### Metal 3, run 1

Bar = 20 µm. Cells faint in the background.
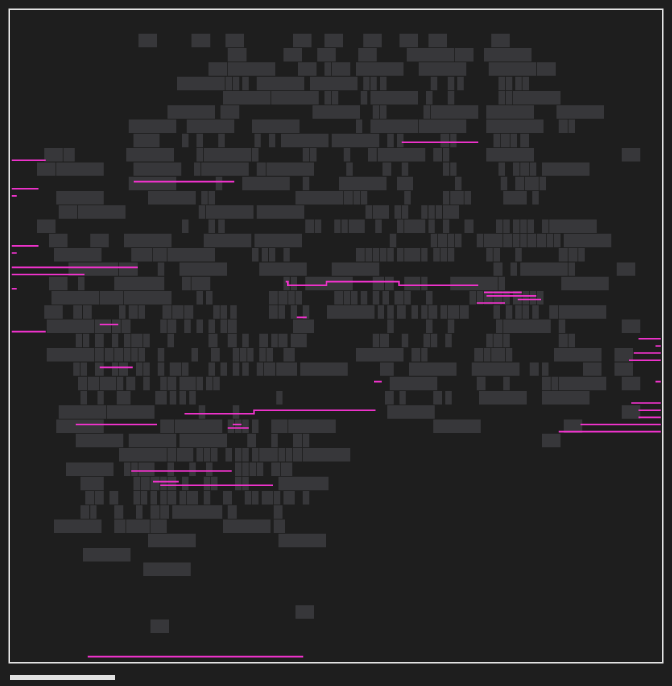
### Routed metal, one color a layer, run 1

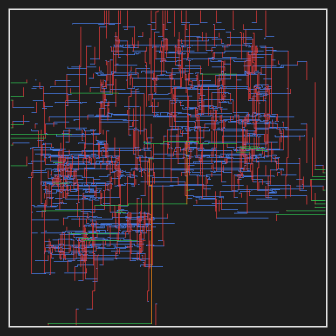
### Routing congestion map, run 1

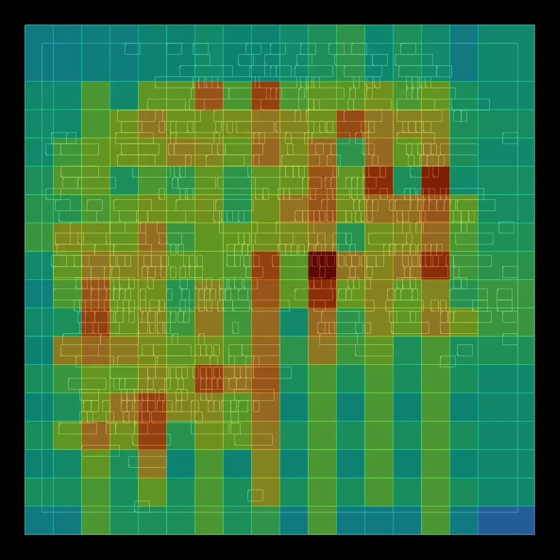
==> config.mk <==
export PLATFORM = sky130hd
export DESIGN_NAME = vga_capture_flat
export DESIGN_NICKNAME = d
export VERILOG_FILES = /design/src/rtl/vga_capture_if.sv /design/src/rtl/vga_capture.sv /design/src/flat_wrapper.sv
export SDC_FILE = /design/constraint.sdc
export NUM_CORES = 1
export LEC_CHECK = 0
export ABC_AREA = 1
export CORE_MARGIN = 4
export CORE_UTILIZATION = 30
export CTS_CLUSTER_SIZE = 16
export DETAILED_ROUTE_END_ITERATION = 10
export GPL_TIMING_DRIVEN = 1
export PLACE_DENSITY = 0.56
export SLEW_MARGIN = 20
export SYNTH_ARGS = -nofsm -noshare
export SYNTH_HDL_FRONTEND = slang
export SYNTH_SLANG_ARGS = --single-unit
==> constraint.sdc <==
create_clock -name clk -period 4.9 [get_ports clk]
set_clock_uncertainty 0.05 [all_clocks]
set_input_delay 0.98 -clock clk [delete_from_list [all_inputs] [get_ports clk]]
set_output_delay 0.98 -clock clk [all_outputs]
set_load 0.005 [all_outputs]
==> metrics.yaml <==
run_status:
  outcome: "completed"
sta:
  finalSetupViolations: 0
  final.setup.tns_ns: 0
  min_period_over_period_pct: 48.46
  max_slew_margin_pct: 47.93
  grt_setup_unrepaired: "false"
  drv_slew: 0
  finalHoldViolCount: 0
  post-route-min-period_ns: 2.374
  highest_attainable_clock_frequency_mhz: 421.2
  worstMarginPinSlew_ns: 0.7810
synth:
  synth_chip_area_um2: 4046
  ys_types: 32
  yosysWarnings: 0
  synth.top_cells.by_area: "sky130_fd_sc_hd__dfrtp_1 (51%), sky130_fd_sc_hd__nand2_1 (15%), sky130_fd_sc_hd__nor2_1 (5.6%), sky130_fd_sc_hd__nand3_1 (5.1%), sky130_fd_sc_hd__inv_1 (4.4%)"
  numSynthFlops: 87
  synth.yosys.seq_area_share_pct: 53.93
  postSynthNetCount: 511
  synth-cells-yosys: 494
  synth_largest_type_area_fraction_pct: 51.33
  syn-cell-area_um2: 4046
  top_area_cell: "sky130_fd_sc_hd__dfrtp_1"
  postSynthCellCount: 494
  post_synth.cell_area_avg_um2: 8.191
global_route:
  grt_first_pass_wirelength_um: 14570
  antenna_found_initial: 0
  via_count_of_the_first_global_routing_pass: 3153
  grt-ovfl-total: 0
  pin_count_of_the_biggest_net_entering_global_routing: 66
clocking:
  post_cts_resized: 0
  tritoncts: "yes"
  cts_hold_buffers: 0
  htreeDepth: 3
  number_of_buffers_between_clock_root_and_the_deepest_sink: 2
  postCtsSetupBuffers: 0
  cts_root_buf: "sky130_fd_sc_hd__clkbuf_16"
  clkSinkCount: 87
  clk_transition_reported_paths_ns: 0.06
  worstSkewPairLatency_ns: 0.34
  cts-buffers-inserted: 9
place:
  hpwl_after_detailed_placement_um: 5884
  gp_congestion: 0.9096
  place.port_buffers: 40
power_and_ir_drop:
  vdd_ir_drop_max_mv: 0.2338
  leakagePower_uw: 0.002280
  cell_area_power_density_nw_per_um2: 327.6
  relative_contribution_of_sequential_cells_to_total_power_pct: 48.8
  p_total_uw: 1609
  sw_frac_of_total_pct: 24.14
  internal_power_uw: 1221
  pwr-share-clk_pct: 42.2
  combinational_cell_fraction_of_total_power_pct: 9.0
  netSwitchingPower_uw: 388.5
floorplanning:
  die.size.y_um: 124.1
  die_area_um2: 15410
  placement_rows: 42
  floorplan.die.width_um: 124.1
  num_io_pins: 41
  core-area_um2: 13240
  initial_core_util_pct: 30.56
hold_path:
  min_path_type: "register to register"
  hold-path-cell-count: 0
route:
  ant_nets_after_route: 0
  drc_marker_count_from_the_first_detailed_route_iteration: 198
  remaining_drc_errors: 0
  dr.pass1.iters: 4
  vias_per_cell: 4.501
critical_path:
  r2r_slack_ns: 2.53
  max_stage_delay_ns: 0.51
  timing.critical_path.slowest_stage_cell: "sky130_fd_sc_hd__dfstp_2"
  worstSetupPathDepth: 9
  critPathBufInv: 3
  reg2regPathDepth: 9
  timing.critical_path.cells: "inv_1, nor2_4, inv_1, nand2_2, nor2_4, nand2_4, clkinv_2, nand2_1, nand2_1"
  critical_path.endpoint_type: "register"
  crit_family: "simple AND/OR/NAND/NOR gates"
  path_max_fanout: 52
  arrival_time_at_the_worst_endpoint_ns: 2.55
  critical_path_class: "register to register"
  worstSetupStartpointType: "register"
  required_ns: 5.08
layout:
  layout_top_cells_excl_fill_tap: "sky130_fd_sc_hd__nand2_1 (158), sky130_fd_sc_hd__dfrtp_1 (83), sky130_fd_sc_hd__nor2_1 (60), sky130_fd_sc_hd__inv_1 (46), sky130_fd_sc_hd__nand3_1 (41)"
  diodes: 0
  area_growth_from_synthesis_to_layout_pct: 21.43
  share_of_final_layout_standard_cells_stronger_than_drive_strength_1_pct: 7.209
  layout_top_cell: "sky130_fd_sc_hd__nand2_1"
  finalNetCount: 553
flow_run:
  drv_cap: 0
  tool_warnings: 28
-- 'Metal 3' (at the start) --
nets with wire on the layer: 31
main direction: horizontal
vias post-DR: 3227
final routed wirelength across all metal layers: 8423 µm

-- 'Routed metal, one color a layer' (at the start) --
[green] metal 3 | wire length: 376 µm
[blue] metal 1 | wire length: 4040 µm
[orange] metal 4 | wire length: 90.0 µm
[red] metal 2 | wire length: 3910 µm
wire length per cell: 11.75 µm
global router's overall resource usage: 12.13%

-- 'Routing congestion map' (at the start) --
GR Layer Usage met3: 4.314%
global routing's busiest layer: met2
final design utilization: 37.10%

-- run 1: cell type report --
class / instances / area [µm²]
Fill cell: 1410 / 8329
Timing Repair Buffer: 41 / 407.9
Tap cell: 176 / 220.2
Clock buffer: 11 / 242.7
Clock inverter: 5 / 57.56
Sequential cell: 87 / 2182
Multi-Input combinational cell: 346 / 1608
Inverter: 51 / 195.2
-- run 1: stage by stage --
| step | instance area (µm²) | hold slack (ns) | setup WS, ns | instances |
|---|---|---|---|---|
| floorplan | 4046 | 0.2812 | 1.626 | 494 |
| global placement | 4612 | 0.2836 | 2.276 | 701 |
| detailed placement | 4612 | 0.2847 | 2.251 | 701 |
| CTS | 4912 | 0.2987 | 2.473 | 717 |
| global route | 4913 | 0.3026 | 2.241 | 717 |
| finish | 4913 | 0.2975 | 2.526 | 717 |
-- run 1: synth_stat cells, drive strengths merged --
library cell / count
o211a: 1
ha: 4
clkinv: 1
nand4: 4
nor4: 1
xnor2: 3
dfstp: 4
buf: 9
and3: 1
a22o: 1
dfrtp: 83
nand2: 163
nor2: 66
nor3b: 3
o21ai: 26
a31o: 1
a21oi: 8
inv: 50
nand3: 41
nor3: 12
xor2: 9
a31oi: 2
clkbuf: 1
-- run 1: cells by family (layout without fill, tap and decap cells) --
kind of cell | count (synthesis) | after routing | share of synthesized area, %
xor gates and xnor gates | 12 | 12 | 2.598
buffers and inverters | 61 | 108 | 6.339
AOI/OAI and AO/OA | 39 | 39 | 5.195
and+or+nand+nor | 291 | 291 | 30.71
adders and majority gates | 4 | 4 | 1.237
DFF | 87 | 87 | 53.93
-- run 1: routing by layer --
layer  track usage (%)  vias up  wire, µm
met5                 0        -         0
met4             3.970        0        90
met1             15.82     1524      4043
met3             4.314        5       375
li1                  -     1643         -
met2             18.82       55      3913
-- run 1: power groups by stage --
stage | Sequential (µW) | Clock (µW) | Combinational [µW]
final | 786 | 678 | 145
after global placement | 798 | 0 | 144
after global routing | 791 | 733 | 171
after floorplan | 791 | 0 | 98.1
after detailed placement | 799 | 0 | 149
after CTS | 787 | 705 | 150
No activity file was given, so power comes from the tool's default toggle rates.
